## config.mk

```make
export PLATFORM = sky130hd
export DESIGN_NAME = prog_loader
export DESIGN_NICKNAME = d
export VERILOG_FILES = /design/src/rtl/gemb_defs.sv /design/src/rtl/prog_loader.sv
export SDC_FILE = /design/constraint.sdc
export NUM_CORES = 1
export LEC_CHECK = 0
export CAP_MARGIN = 10
export CORE_UTILIZATION = 59
export DETAILED_ROUTE_END_ITERATION = 8
export PLACE_DENSITY_LB_ADDON = 0.12
export SLEW_MARGIN = 20
export SYNTH_ARGS = -nofsm -noshare
export SYNTH_HDL_FRONTEND = slang
export SYNTH_SLANG_ARGS = --single-unit
```

## constraint.sdc

```tcl
create_clock -name CLK100MHZ -period 3.89 [get_ports CLK100MHZ]
set_input_delay 0.778 -clock CLK100MHZ [delete_from_list [all_inputs] [get_ports CLK100MHZ]]
set_output_delay 0.778 -clock CLK100MHZ [all_outputs]
set_load 0.01 [all_outputs]
```

## src/rtl/gemb_defs.sv

```systemverilog
// gemb_defs: shared constants, loader states and opcode values for the program-load path.
package gemb_defs;
    localparam int DEF_MEM_DEPTH = 32512;
    localparam logic [7:0] SYNC_BYTE = 8'hA5;
    localparam logic [7:0] OP_NOP = 8'h00;
    localparam logic [7:0] OP_HLT = 8'h01;

    typedef enum logic [3:0] {
        S_IDLE, S_ADDR0, S_ADDR1, S_LEN0, S_LEN1, S_DATA, S_CHK, S_DONE, S_ERR
    } ld_state_t;
endpackage

```

## src/rtl/prog_loader.sv

```systemverilog
// prog_loader: parses SYNC/ADDR/LEN/payload/CHK frames into memory writes, then releases cpu_rst.
module prog_loader
    import gemb_defs::*;
#(
    parameter int MEM_DEPTH = DEF_MEM_DEPTH
) (
    input  logic        CLK100MHZ,
    input  logic        rst,
    input  logic [7:0]  rx_data,
    input  logic        rx_valid,
    output logic        rx_ready,
    output logic        mem_we,
    output logic [15:0] mem_addr,
    output logic [7:0]  mem_wdata,
    output logic        cpu_rst,
    output logic        busy,
    output logic        done,
    output logic        err
);
    ld_state_t   state_q, state_d;
    logic [7:0]  acc_q, acc_d, mem_wdata_q, mem_wdata_d;
    logic [15:0] addr_q, addr_d, len_q, len_d, mem_addr_q, mem_addr_d;
    logic        mem_we_q, mem_we_d, cpu_rst_q, cpu_rst_d;
    logic        busy_q, busy_d, done_q, done_d, err_q, err_d;
    logic        xfer;
    logic [15:0] len_full;
    logic [7:0]  acc_sum;

    assign rx_ready = !rst && state_q != S_DONE && state_q != S_ERR;
    assign xfer     = rx_valid && rx_ready;
    assign len_full = {rx_data, len_q[7:0]};
    assign acc_sum  = acc_q + rx_data;

    always_comb begin
        state_d     = state_q;
        acc_d       = acc_q;
        addr_d      = addr_q;
        len_d       = len_q;
        mem_we_d    = 1'b0;
        mem_addr_d  = mem_addr_q;
        mem_wdata_d = mem_wdata_q;
        cpu_rst_d   = cpu_rst_q;
        busy_d      = busy_q;
        done_d      = 1'b0;
        err_d       = err_q;
        if (xfer) begin
            case (state_q)
                S_IDLE: if (rx_data == SYNC_BYTE) begin
                    state_d   = S_ADDR0;
                    busy_d    = 1'b1;
                    cpu_rst_d = 1'b1;
                    err_d     = 1'b0;
                    acc_d     = 8'd0;
                end
                S_ADDR0: begin
                    addr_d[7:0] = rx_data;
                    acc_d       = acc_sum;
                    state_d     = S_ADDR1;
                end
                S_ADDR1: begin
                    addr_d[15:8] = rx_data;
                    acc_d        = acc_sum;
                    state_d      = S_LEN0;
                end
                S_LEN0: begin
                    len_d[7:0] = rx_data;
                    acc_d      = acc_sum;
                    state_d    = S_LEN1;
                end
                S_LEN1: begin
                    len_d  = len_full;
                    acc_d  = acc_sum;
                    // 17-bit sum so a header near 64K cannot wrap into range
                    if ({1'b0, addr_q} + {1'b0, len_full} > 17'(MEM_DEPTH)) begin
                        state_d = S_ERR;
                        err_d   = 1'b1;
                        busy_d  = 1'b0;
                    end else begin
                        state_d = (len_full == 16'd0) ? S_CHK : S_DATA;
                    end
                end
                S_DATA: begin
                    mem_we_d    = 1'b1;
                    mem_addr_d  = addr_q;
                    mem_wdata_d = rx_data;
                    addr_d      = addr_q + 16'd1;
                    len_d       = len_q - 16'd1;
                    acc_d       = acc_sum;
                    state_d     = (len_q == 16'd1) ? S_CHK : S_DATA;
                end
                S_CHK: begin
                    busy_d = 1'b0;
                    if (acc_sum == 8'd0) begin
                        state_d   = S_DONE;
                        done_d    = 1'b1;
                        cpu_rst_d = 1'b0;
                    end else begin
                        state_d = S_ERR;
                        err_d   = 1'b1;
                    end
                end
                default: state_d = S_IDLE;
            endcase
        end else if (state_q == S_DONE || state_q == S_ERR) begin
            state_d = S_IDLE;
        end
    end

    always_ff @(posedge CLK100MHZ) begin
        if (rst) begin
            state_q     <= S_IDLE;
            acc_q       <= 8'd0;
            addr_q      <= 16'd0;
            len_q       <= 16'd0;
            mem_we_q    <= 1'b0;
            mem_addr_q  <= 16'd0;
            mem_wdata_q <= 8'd0;
            cpu_rst_q   <= 1'b1;
            busy_q      <= 1'b0;
            done_q      <= 1'b0;
            err_q       <= 1'b0;
        end else begin
            state_q     <= state_d;
            acc_q       <= acc_d;
            addr_q      <= addr_d;
            len_q       <= len_d;
            mem_we_q    <= mem_we_d;
            mem_addr_q  <= mem_addr_d;
            mem_wdata_q <= mem_wdata_d;
            cpu_rst_q   <= cpu_rst_d;
            busy_q      <= busy_d;
            done_q      <= done_d;
            err_q       <= err_d;
        end
    end

    assign mem_we    = mem_we_q;
    assign mem_addr  = mem_addr_q;
    assign mem_wdata = mem_wdata_q;
    assign cpu_rst   = cpu_rst_q;
    assign busy      = busy_q;
    assign done      = done_q;
    assign err       = err_q;
endmodule

```

closeup.png
Region (42, 42) to (92, 92) um. Cells in gray, sequential cells in the stronger gray; small squares are vias.
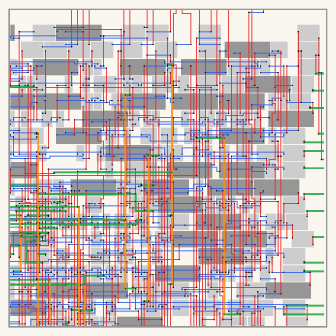
[orange] M4
[blue] M1
[red] M2
[green] M3
sequential cells in the window: 35
most frequent: nand2_1 (55), dfxtp_1 (35), clkdlybuf4s50_1 (32)
cells with their middle in the window: 207
netlist names of flops here include: mem_addr (14), addr_q (12), mem_wdata (8)

pinout.png
Scale: 4 px per um. Pins as bars across the die edge, other pins in gray.
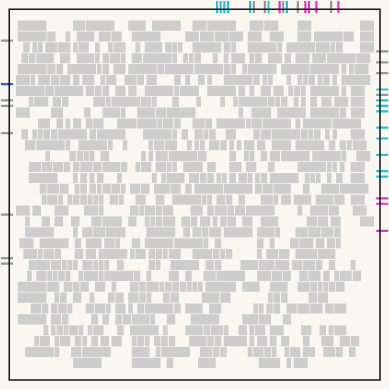
[magenta] rx_data | pins: 8 | direction: input | edge: 5 north, 3 east
[blue] done | pins: 1 | direction: output | edge: west
[cyan] mem_addr | pins: 16 | direction: output | edge: 9 east, 7 north
Die W: 92.3 um
die height: 92.3 um
I/O Buffers: 40

clock_nets.png
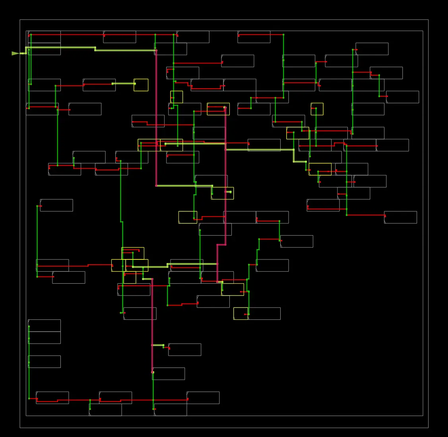
total CTS buffers: 9
Flops: 73
skew final: 14.5 ps
clock group power: 575 uW

m3.png
Scale: 4 px per um. Cells faint in the background.
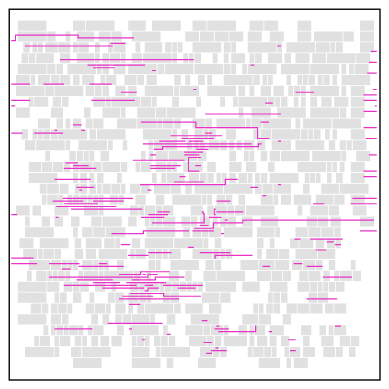
nets with wire on the layer: 99
main direction: horizontal
longest straight run: 33.1 um
wire length on this layer: 975 um
Via Count: 5129
final WL: 14.0 mm
met3 Resource Use GR: 5.17%

m4.png
Scale: 4 px per um. Supply wires on this layer in gray. Cells faint in the background.
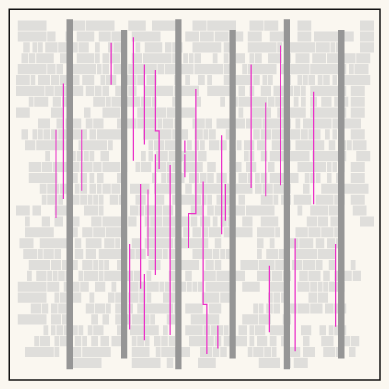
longest straight run: 42.2 um
wire length on this layer: 616 um
share of all routed wire: 4.4%
nets with wire on the layer: 23
main direction: vertical

==> synthesized netlist by cell type (5+ instances only) <==
master    instances  area [um2]
a211oi_1         17         128
a21o_1            5        37.5
a21oi_1          70         350
a22oi_1          17         128
and3_1            6        37.5
buf_2             5        25.0
clkbuf_1         26        97.6
dfxtp_1          73        1460
ha_1             26         325
inv_1            14        52.6
nand2_1         118         443
nand2b_1         11        68.8
nand3_1          21         105
nand4_1           7        43.8
nor2_1           52         195
nor2b_1           6        37.5
nor3_1            8        40.0
nor4_1           11        68.8
o211ai_1          5        37.5
o21ai_0          41         205
o22ai_1           6        37.5
o31ai_1           6        45.0
o32ai_1           5        43.8
xor2_1            7        61.3
==> power breakdown <==
part	total [mW]	internal [mW]	switching, mW	leakage (nW)
Sequential	0.750	0.748	0.00201	0.588
Clock	0.575	0.243	0.332	0.0848
Combinational	0.115	0.0420	0.0729	1.31
Total	1.44	1.03	0.407	1.98
==> path summary, 6_finish.rpt <==
check / startpoint / to / slack (ps)
worst min register to register: mem_addr[10] / mem_addr[10] / 460
worst max-delay path: rx_data[0] / state_q[3] / 350
worst max register to register: addr_q[0] / busy / 750
worst min-delay path: mem_addr[10] / mem_addr[10] / 460
==> cells by family after synthesis <==
group           count (synthesis)
xor+xnor                       10
flops                          73
compound gates                216
simple gates                  262
mux                             4
fa+ha+maj                      28
buf+inv                        50
==> worst min-delay path: stages, from the launching register on <==
cell	delay, ps
dfxtp_1	320
nand2_1	50
a21oi_1	50
==> state kept, by name, indices dropped and copies added (netlist names) <==
name and count:
mem_wdata 8, cpu_rst 1, done 1, mem_we 1, len_q 16, err 1, busy 1, state_q 4
mem_addr 16, addr_q 16, acc_q 8
==> notes.md <==
yosys + openroad results -> Seq cells post-synth=73, Crit path arrival time=between 3000 and 4000 ps, CP endpoint kind=flip-flop, status=finished, final reports clean, setup total negative slack=0 ps, clock buffer depth=2, M1 GR Usage=41.0%, total power draw=1.44 mW, Avg Cell Area, Syn=7.48 um2, fill count=678, met3 WL=974 um, number of gates resized after cts=0, sequential cell area share=26.6%, tap cells=102, H-tree levels=3, CTS root buf=clkbuf_8, logic share of the area=57.2%, Non-clock buffers=56, row count=32, Layout area overhead=14.0%, layout cells sized above 1=8.37%, GRT Util Overall=33.5%, yosys synthesis chip area=0.00481 mm2, CTS Hold Bufs=0, First-pass DRT Iterations=5, MUX area fraction=0.858%, hpwl dp=10.0 mm, AND-OR/OR-AND Cells, Area Fraction=between 20% and 30%, Tool Warnings=27, most frequent logic cell in the layout=nand2_1, DRT antenna net count=0, worst hold slack=460 ps, Crit-path slowest cell=clkdlybuf4s50_1, PwrDens=262 mW/mm2, Tmin final=between 3000 and 4000 ps, Clock-cell share=3.35%
Power figures rest on the tool's default switching activity, not on a simulated workload.
